### src/rtl/btn_debounce_pkg.sv
// Shared types and width helpers for the multi-channel button debouncer.
// Long-press support is enabled with BTN_DEBOUNCE_LONG_PRESS_EN.
package btn_debounce_pkg;

  typedef enum logic [1:0] {
    PLS_PRESS,
    PLS_REL,
    PLS_LONG
  } pls_e;

  localparam int DEF_NUM_CH = 4;
  localparam int DEF_DEBOUNCE = 1000000;
  localparam int DEF_LONG = 100000000;

  function automatic int cnt_width(input int n);
    return (n < 1) ? 1 : $clog2(n + 1);
  endfunction

endpackage

### src/rtl/btn_debounce_multi_if.sv
// Button bank bundle: raw pins in, clean level and event pulses out.
// Master drives the pins, slave is the debouncer.
interface btn_debounce_multi_if #(
  parameter int NUM_CH = 4
);

  logic [NUM_CH-1:0] btn_raw;
  logic [NUM_CH-1:0] btn_level;
  logic [NUM_CH-1:0] press_pls;
  logic [NUM_CH-1:0] rel_pls;
  logic [NUM_CH-1:0] long_pls;

  modport master (
    output btn_raw,
    input  btn_level,
    input  press_pls,
    input  rel_pls,
    input  long_pls
  );

  modport slave (
    input  btn_raw,
    output btn_level,
    output press_pls,
    output rel_pls,
    output long_pls
  );

endinterface

### src/rtl/btn_debounce_chan.sv
// One debounce channel: 2-FF sync, stable-time filter, edge pulses.
// Hold counter and long_pls exist only with BTN_DEBOUNCE_LONG_PRESS_EN.
module btn_debounce_chan
  import btn_debounce_pkg::*;
#(
  parameter int DEBOUNCE_CYCLES = DEF_DEBOUNCE,
  parameter int LONG_CYCLES     = DEF_LONG,
  parameter int ACTIVE_LOW      = 0
) (
  input  logic clk,
  input  logic rst_n,
  input  logic raw,
  output logic level,
  output logic press_pls,
  output logic rel_pls,
  output logic long_pls
);

  localparam int CW = cnt_width(DEBOUNCE_CYCLES);
  localparam logic [CW-1:0] CNT_LAST = CW'(DEBOUNCE_CYCLES - 1);
  localparam logic POL = (ACTIVE_LOW != 0);

  logic [1:0]    sync;
  logic [CW-1:0] cnt;
  logic          s;

  assign s = sync[1] ^ POL;

  always_ff @(posedge clk or negedge rst_n) begin
    if (!rst_n) begin
      sync      <= '0;
      cnt       <= '0;
      level     <= 1'b0;
      press_pls <= 1'b0;
      rel_pls   <= 1'b0;
    end else begin
      sync      <= {sync[0], raw};
      press_pls <= 1'b0;
      rel_pls   <= 1'b0;
      if (s == level) begin
        cnt <= '0;
      end else if (cnt == CNT_LAST) begin
        level     <= s;
        cnt       <= '0;
        press_pls <= s;
        rel_pls   <= ~s;
      end else begin
        cnt <= cnt + 1'b1;
      end
    end
  end

`ifdef BTN_DEBOUNCE_LONG_PRESS_EN
  localparam int HW = cnt_width(LONG_CYCLES);
  localparam logic [HW-1:0] HOLD_MAX  = HW'(LONG_CYCLES);
  localparam logic [HW-1:0] HOLD_LAST = HW'(LONG_CYCLES - 1);

  logic [HW-1:0] hold;

  // Saturating so the pulse fires once per press.
  always_ff @(posedge clk or negedge rst_n) begin
    if (!rst_n) begin
      hold     <= '0;
      long_pls <= 1'b0;
    end else begin
      long_pls <= level && (hold == HOLD_LAST);
      if (!level) begin
        hold <= '0;
      end else if (hold != HOLD_MAX) begin
        hold <= hold + 1'b1;
      end
    end
  end
`else
  assign long_pls = 1'b0;
`endif

endmodule

### src/rtl/btn_debounce_multi.sv
// N-channel push-button debouncer, one channel instance per pin.
// Optional long-press pulse via BTN_DEBOUNCE_LONG_PRESS_EN.
module btn_debounce_multi
  import btn_debounce_pkg::*;
#(
  parameter int NUM_CH          = DEF_NUM_CH,
  parameter int DEBOUNCE_CYCLES = DEF_DEBOUNCE,
  parameter int LONG_CYCLES     = DEF_LONG,
  parameter int ACTIVE_LOW      = 0
) (
  input logic clk,
  input logic rst_n,
  btn_debounce_multi_if.slave bus
);

  logic [NUM_CH-1:0] level;
  logic [NUM_CH-1:0] press;
  logic [NUM_CH-1:0] rel;
  logic [NUM_CH-1:0] lng;

  for (genvar i = 0; i < NUM_CH; i++) begin : g_ch
    btn_debounce_chan #(
      .DEBOUNCE_CYCLES(DEBOUNCE_CYCLES),
      .LONG_CYCLES    (LONG_CYCLES),
      .ACTIVE_LOW     (ACTIVE_LOW)
    ) u_chan (
      .clk      (clk),
      .rst_n    (rst_n),
      .raw      (bus.btn_raw[i]),
      .level    (level[i]),
      .press_pls(press[i]),
      .rel_pls  (rel[i]),
      .long_pls (lng[i])
    );
  end

  assign bus.btn_level = level;
  assign bus.press_pls = press;
  assign bus.rel_pls   = rel;
  assign bus.long_pls  = lng;

endmodule

### src/flat_wrapper.sv
// flat-port wrapper written by rule: the top's interface ports become plain ports
module btn_debounce_multi_flat import btn_debounce_pkg::*;
#(
  parameter int NUM_CH          = DEF_NUM_CH,
  parameter int DEBOUNCE_CYCLES = DEF_DEBOUNCE,
  parameter int LONG_CYCLES     = DEF_LONG,
  parameter int ACTIVE_LOW      = 0
)
  (clk, rst_n, bus_btn_raw, bus_btn_level, bus_press_pls, bus_rel_pls, bus_long_pls);
  btn_debounce_multi_if #(.NUM_CH(NUM_CH)) bus_i ();
  input logic clk;
  input logic rst_n;
  input wire logic [$bits(bus_i.btn_raw)-1:0] bus_btn_raw;
  output wire logic [$bits(bus_i.btn_level)-1:0] bus_btn_level;
  output wire logic [$bits(bus_i.press_pls)-1:0] bus_press_pls;
  output wire logic [$bits(bus_i.rel_pls)-1:0] bus_rel_pls;
  output wire logic [$bits(bus_i.long_pls)-1:0] bus_long_pls;
  assign bus_i.btn_raw = bus_btn_raw;
  assign bus_btn_level = bus_i.btn_level;
  assign bus_press_pls = bus_i.press_pls;
  assign bus_rel_pls = bus_i.rel_pls;
  assign bus_long_pls = bus_i.long_pls;
  btn_debounce_multi #(.NUM_CH(NUM_CH), .DEBOUNCE_CYCLES(DEBOUNCE_CYCLES), .LONG_CYCLES(LONG_CYCLES), .ACTIVE_LOW(ACTIVE_LOW)) u_core (.clk(clk), .rst_n(rst_n), .bus(bus_i));
endmodule
### config.mk
export PLATFORM = sky130hd
export DESIGN_NAME = btn_debounce_multi_flat
export DESIGN_NICKNAME = d
export VERILOG_FILES = /design/src/rtl/btn_debounce_pkg.sv /design/src/rtl/btn_debounce_multi_if.sv /design/src/rtl/btn_debounce_chan.sv /design/src/rtl/btn_debounce_multi.sv /design/src/flat_wrapper.sv
export SDC_FILE = /design/constraint.sdc
export NUM_CORES = 1
export LEC_CHECK = 0
export ABC_CLOCK_PERIOD_IN_PS = 3300
export CORE_MARGIN = 2
export CORE_UTILIZATION = 30
export CTS_CLUSTER_DIAMETER = 50
export DETAILED_ROUTE_END_ITERATION = 7
export GPL_TIMING_DRIVEN = 0
export MAX_ROUTING_LAYER = met4
export PLACE_DENSITY_LB_ADDON = 0.12
export SLEW_MARGIN = 25
export SYNTH_ARGS = -nofsm -noshare
export SYNTH_HDL_FRONTEND = slang
export SYNTH_SLANG_ARGS = --single-unit
### constraint.sdc
create_clock -name clk -period 3.3 [get_ports clk]
set_input_delay 0.825 -clock clk [delete_from_list [all_inputs] [get_ports clk]]
set_output_delay 0.825 -clock clk [all_outputs]
set_load 0.02 [all_outputs]
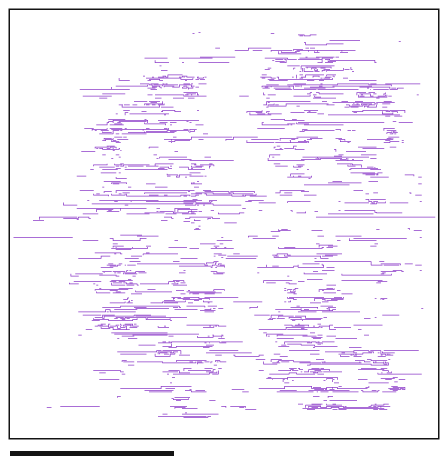
Fig. 1. Signal wires on met1 (run 1).
Scale bar: 50 um.
The longest straight run is 36.3 um. The layer carries 4690 um of wire. The wires run mostly horizontal. 474 nets have wire on it.
Post-Route WL: 9.28 mm
via count: 3429
met1 usage: 16.4%

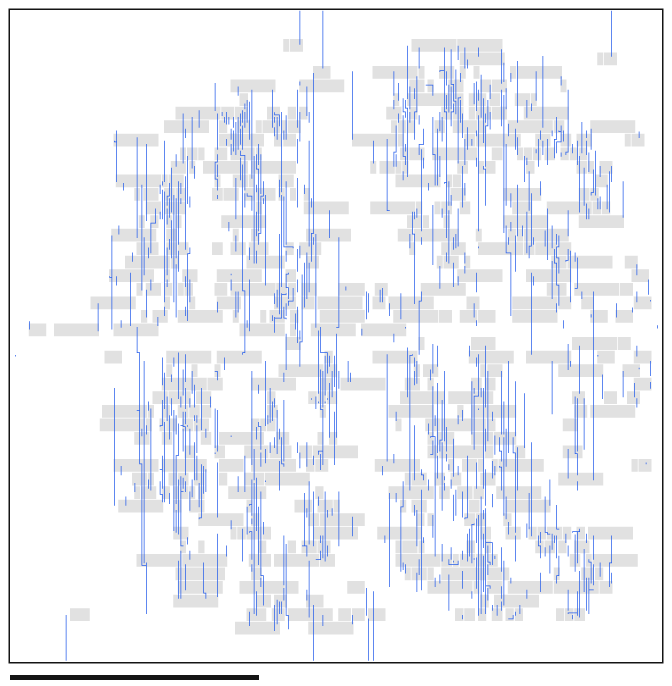
Fig. 2. M2 wires (run 1).
Scale bar: 50 um. Cells faint in the background.
The layer holds 45% of the routed length. The layer carries 4150 um of wire. The longest straight run is 40.5 um.
routing usage on met2: 18.1%

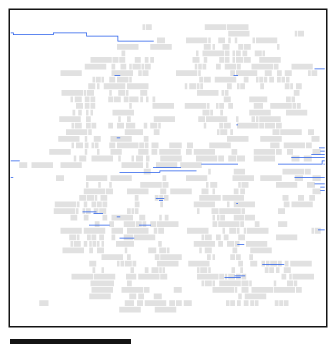
Fig. 3. Metal 3 (run 1).
Scale bar: 50 um. Cells faint in the background.
25 nets have wire on it. The longest straight run is 18.2 um.

==> run notes, run 1 <==
flow finished, numbers: Pwr Total 0.00239 W, GRT Overall Usage 12.3%, pre-CTS setup slack 1.03 ns, P_seq 0.00126 W, critical path type register to output port, Final Cell Area 5610 sq um, CP arrival 1.50 ns, slew margin rel. 45.7%, setup tns final 0 ns, Fin Hold WS 0.350 ns, Cells after DPL 706, first-pass GRT wire length 16.2 mm, area leader, netlist dfrtp_1, post-CTS sizing 0, DRC Markers 0, Placeable Area 15800 sq um, drt wl/cell 12.9 um, CTS H-tree lvls 3, combinational power share 3.6%, count of final hold-check violations 0, largest net degree at the start of global routing 52, GP Congestion 0.748, # fillers 1600, M1 WL 4.69 mm, max-cap violations 0, first drt pass iteration count 4, synthesized cell area 4830 sq um, switching power 0.000528 W, crit-path max FO 5, Setup crit start u_core.g_ch[1].u_chan.level, RSZ-0062 raised after global routing false, P_int 0.00186 W, DR WL met2 4.15 mm, Top-area cell share 51.8%, TritonCTS Sinks 100, P_clk 0.00105 W, Vias/cell 4.75, Site Rows 46, Worst-Skew Late Latency 0.34 ns, combinational power 0.0000855 W, count of final setup violators 0, fmax 0.430 GHz, status finished, final reports clean, IO Pins 22, number of global-route vias before repair 3303, initial antenna violation count 0, CP Launch Type register, CTS Buffer Depth 2, TritonCTS Buffers 9, Area Overhead vs Synth 16.1%, layout cell share with drive strength beyond 1 11.1%, Biggest register u_core.g_ch.u_chan.cnt, RR Startpoint u_core.g_ch[0].u_chan.cnt[0], fp_density 30.5%, most frequent cell after synthesis dfrtp_1, violation count after the first detailed-route iteration 192, Post-CTS Repair Setup Buffers 0, Yosys warning count 0, Nets 511, Pwr top sequential cells, top cells by count, synth dfrtp_1, nor2_1, xnor2_1, nand3_1, nand2_1, Die Wd 131 um, fin. max-slew vios 0, non-filler cells, final 722, register share after synthesis 51.8%, port bufs 17, Switching Share 22.1%, busiest layer in global routing met2, crit path time final 2.33 ns, Routed met3 length 255 um
## run 1: path summary, 6_finish.rpt
| path | end | slack, ns | cells past startpoint |
|---|---|---|---|
| worst max-delay path | bus_btn_level[1] | 0.97 | 2 |
| worst min-delay path | u_core.g_ch[0].u_chan.sync[1] | 0.35 | 0 |
| worst max register to register | u_core.g_ch[0].u_chan.cnt[7] | 1.06 | 6 |
| worst min register to register | u_core.g_ch[0].u_chan.sync[1] | 0.35 | 0 |
| max in group asynchronous | u_core.g_ch[3].u_chan.rel_pls | 2.25 | 2 |
| min in group asynchronous | u_core.g_ch[2].u_chan.cnt[9] | 0.43 | 1 |
## run 1: placed cells by master (no fill, tap or decap), types with 9 or more instances in the layout
cell type / count
a21oi_1: 19
and3_1: 11
buf_4: 17
clkbuf_16: 9
clkdlybuf4s50_1: 16
dfrtp_1: 100
inv_1: 12
nand2_1: 22
nand3_1: 24
nand4_1: 20
nor2_1: 66
nor3_1: 11
nor4_1: 17
o21ai_0: 11
or3_1: 14
xnor2_1: 40
xor2_1: 17
## run 1: worst max-delay path, stage by stage (launching register included)
cell             delay, ns
dfrtp_1               0.42
buf_4                 0.14
clkdlybuf4s50_1       0.59
## run 1: final cells by class
class                           instances  area, sq um  share of cell area (%)
Clock buffer                           13          280                    5.00
Clock inverter                          3         18.8                   0.335
Sequential cell                       100         2500                    44.6
Tap cell                              216          270                    4.82
Timing Repair Buffer                   18          199                    3.55
Multi-Input combinational cell        337         2140                    38.1
Buffer                                 23          154                    2.74
Inverter                               12         45.0                   0.803
## run 1: kinds of logic after synthesis
family,synth area share (%)
buffers and inverters,4.12
flip-flops,51.8
AND/OR/NAND/NOR,25.6
other,0.0777
XOR/XNOR,10.3
multiplexers,1.01
AND-OR/OR-AND,5.94
adder cells (fa/ha/maj),1.04
Fig. 4: run 1, routing congestion map
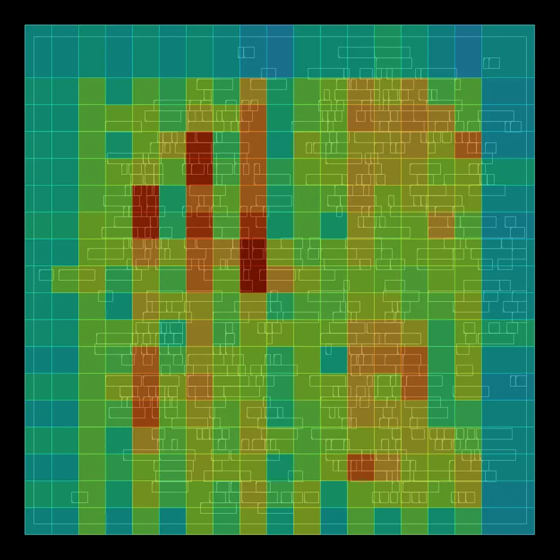

==> run 2, diff against run 1 <==
--- a/config.mk
+++ b/config.mk
@@ -5,7 +5,7 @@
 export SDC_FILE = /design/constraint.sdc
 export NUM_CORES = 1
 export LEC_CHECK = 0
-export ABC_CLOCK_PERIOD_IN_PS = 3300
+export ABC_CLOCK_PERIOD_IN_PS = 2100
 export CORE_MARGIN = 2
 export CORE_UTILIZATION = 30
 export CTS_CLUSTER_DIAMETER = 50
==> constraint.sdc (replaced) <==
create_clock -name clk -period 2.1 [get_ports clk]
set_input_delay 0.525 -clock clk [delete_from_list [all_inputs] [get_ports clk]]
set_output_delay 0.525 -clock clk [all_outputs]
set_load 0.02 [all_outputs]
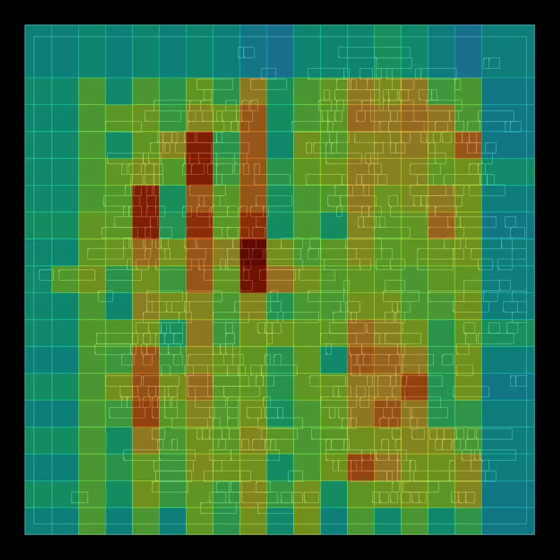
Fig. 5. Routing congestion map (run 2).
met1 usage: 16.5%
drt wl/cell: 12.8 um

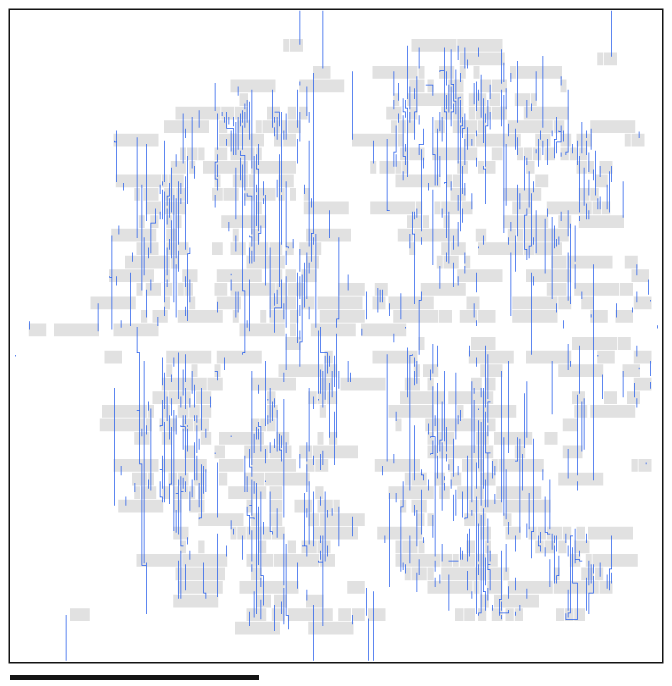
Fig. 6. M2 wires (run 2).
Scale bar: 50 um. Cells faint in the background.
The longest straight run is 43.2 um. The wires run mostly vertical. The layer carries 4220 um of wire. The layer holds 45% of the routed length.
routing usage on met2: 18.1%
via count: 3438
Post-Route WL: 9.38 mm

==> run notes, run 2 <==
flow finished, numbers: #MultiIn Comb 337 (unchanged), P_clk 0.00165 W (+57%), Switching Share 22.2% (+0.10 points), most frequent logic cell in the layout dfrtp_1, max-cap violations 0 (unchanged), Area Overhead vs Synth 18.1%, critical path type register to output port, initial antenna violation count 0 (unchanged), max incr delay on CP 0.59 ns (about the same), crit-path max FO 5 (unchanged), Placeable Area 15800 sq um (unchanged), fmax 0.494 GHz, Seq cells 100 (unchanged), Die Wd 131 um (unchanged), number of global-route vias before repair 3310 (+0.21%), Cells after DPL 706 (unchanged), DRC Markers 0 (unchanged), Flop area 2500 sq um (unchanged), # Taps 216 (unchanged), CTS Buffer Depth 2 (unchanged), status finished, final reports clean, Site Rows 46 (unchanged), commonest cells after routing, fill and taps aside dfrtp_1, nor2_1, xnor2_1, buf_4, nand3_1, Yosys warning count 0 (unchanged), CP Launch Type register, logic area 2170 sq um (+1.3%), RSZ-0062 raised after global routing false, P_int 0.00294 W (+58%), TritonCTS Buffers 9 (unchanged), M1 WL 4.71 mm (+0.38%), busiest layer in global routing met2, Biggest register u_core.g_ch.u_chan.cnt, clock-cell share of area 5.24% (-0.090 points), first-pass GRT wire length 16.2 mm (+0.22%), combinational share of cell area 38.0% (-0.14 points), GRT Overall Usage 12.3% (+0.036 points), IO Pins 22 (unchanged), combinational power share 4.0% (+0.4 points), DR WL met2 4.21 mm (+1.6%), count of final hold-check violations 0 (unchanged), first drt pass iteration count 4 (unchanged), combinational power 0.000151 W (+77%), Pwr top sequential cells, non-filler cells, final 731 (+1.2%), pre-CTS setup slack -0.170 ns (-1.20 ns), crit path time final 2.02 ns
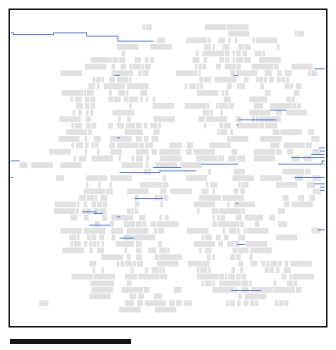
Fig. 7. Metal 3 (run 2).
Scale bar: 50 um. Cells faint in the background.
The layer holds 2.9% of the routed length. 23 nets have wire on it. The longest straight run is 18.2 um. The wires run mostly horizontal. The layer carries 273 um of wire.

## run 2: worst max-delay path by stage
stage | start | end | slack, ns | depth (start not counted)
after floorplan | u_core.g_ch[3].u_chan.cnt[0] | u_core.g_ch[3].u_chan.level | 0.17 | 5
after global placement | rst_n | u_core.g_ch[3].u_chan.cnt[15] | -3.55 | 1
after detailed placement | u_core.g_ch[0].u_chan.cnt[0] | u_core.g_ch[0].u_chan.cnt[6] | -0.17 | 6
after CTS | u_core.g_ch[3].u_chan.cnt[0] | u_core.g_ch[3].u_chan.level | 0.02 | 5
after global routing | u_core.g_ch[1].u_chan.cnt[0] | u_core.g_ch[1].u_chan.cnt[18] | 0.003 | 5
final | u_core.g_ch[1].u_chan.level | bus_btn_level[1] | 0.08 | 2
## run 2: what timing repair did
item	CTS	global route
gates cloned	0	0
setup endpoints to repair	23	34
resized	3	4
pin swaps	1	3
buffers inserted	1	8
## run 2: cells by family (layout without fill, tap and decap cells)
family / Yosys count / in the layout / synth area share (%)
other cells: 1 / 4 / 0.0777
fa+ha+maj: 4 / 4 / 1.04
compound gates: 42 / 42 / 5.94
flops: 100 / 100 / 51.8
simple gates: 226 / 226 / 25.6
xor+xnor: 57 / 57 / 10.3
mux: 4 / 4 / 1.01
buf+inv: 35 / 78 / 4.12
## run 2: through the flow
stage          area, sq um  hold slack [ns]  setup TNS [ns]
5_1_grt               5700            0.155               0
3_5_place_dp          5310            0.337           -3.23
2_1_floorplan         4840            0.229               0
3_3_place_gp          5280            0.332         -356.90
6_report              5700            0.127               0
4_1_cts               5630            0.140               0
## run 2: critical path, delay by kind of cell, from the launching register on
kind	cells	cell delay, ns
buf+inv	2	0.73
flops	1	0.42
Power is estimated from default activity; no workload was simulated.
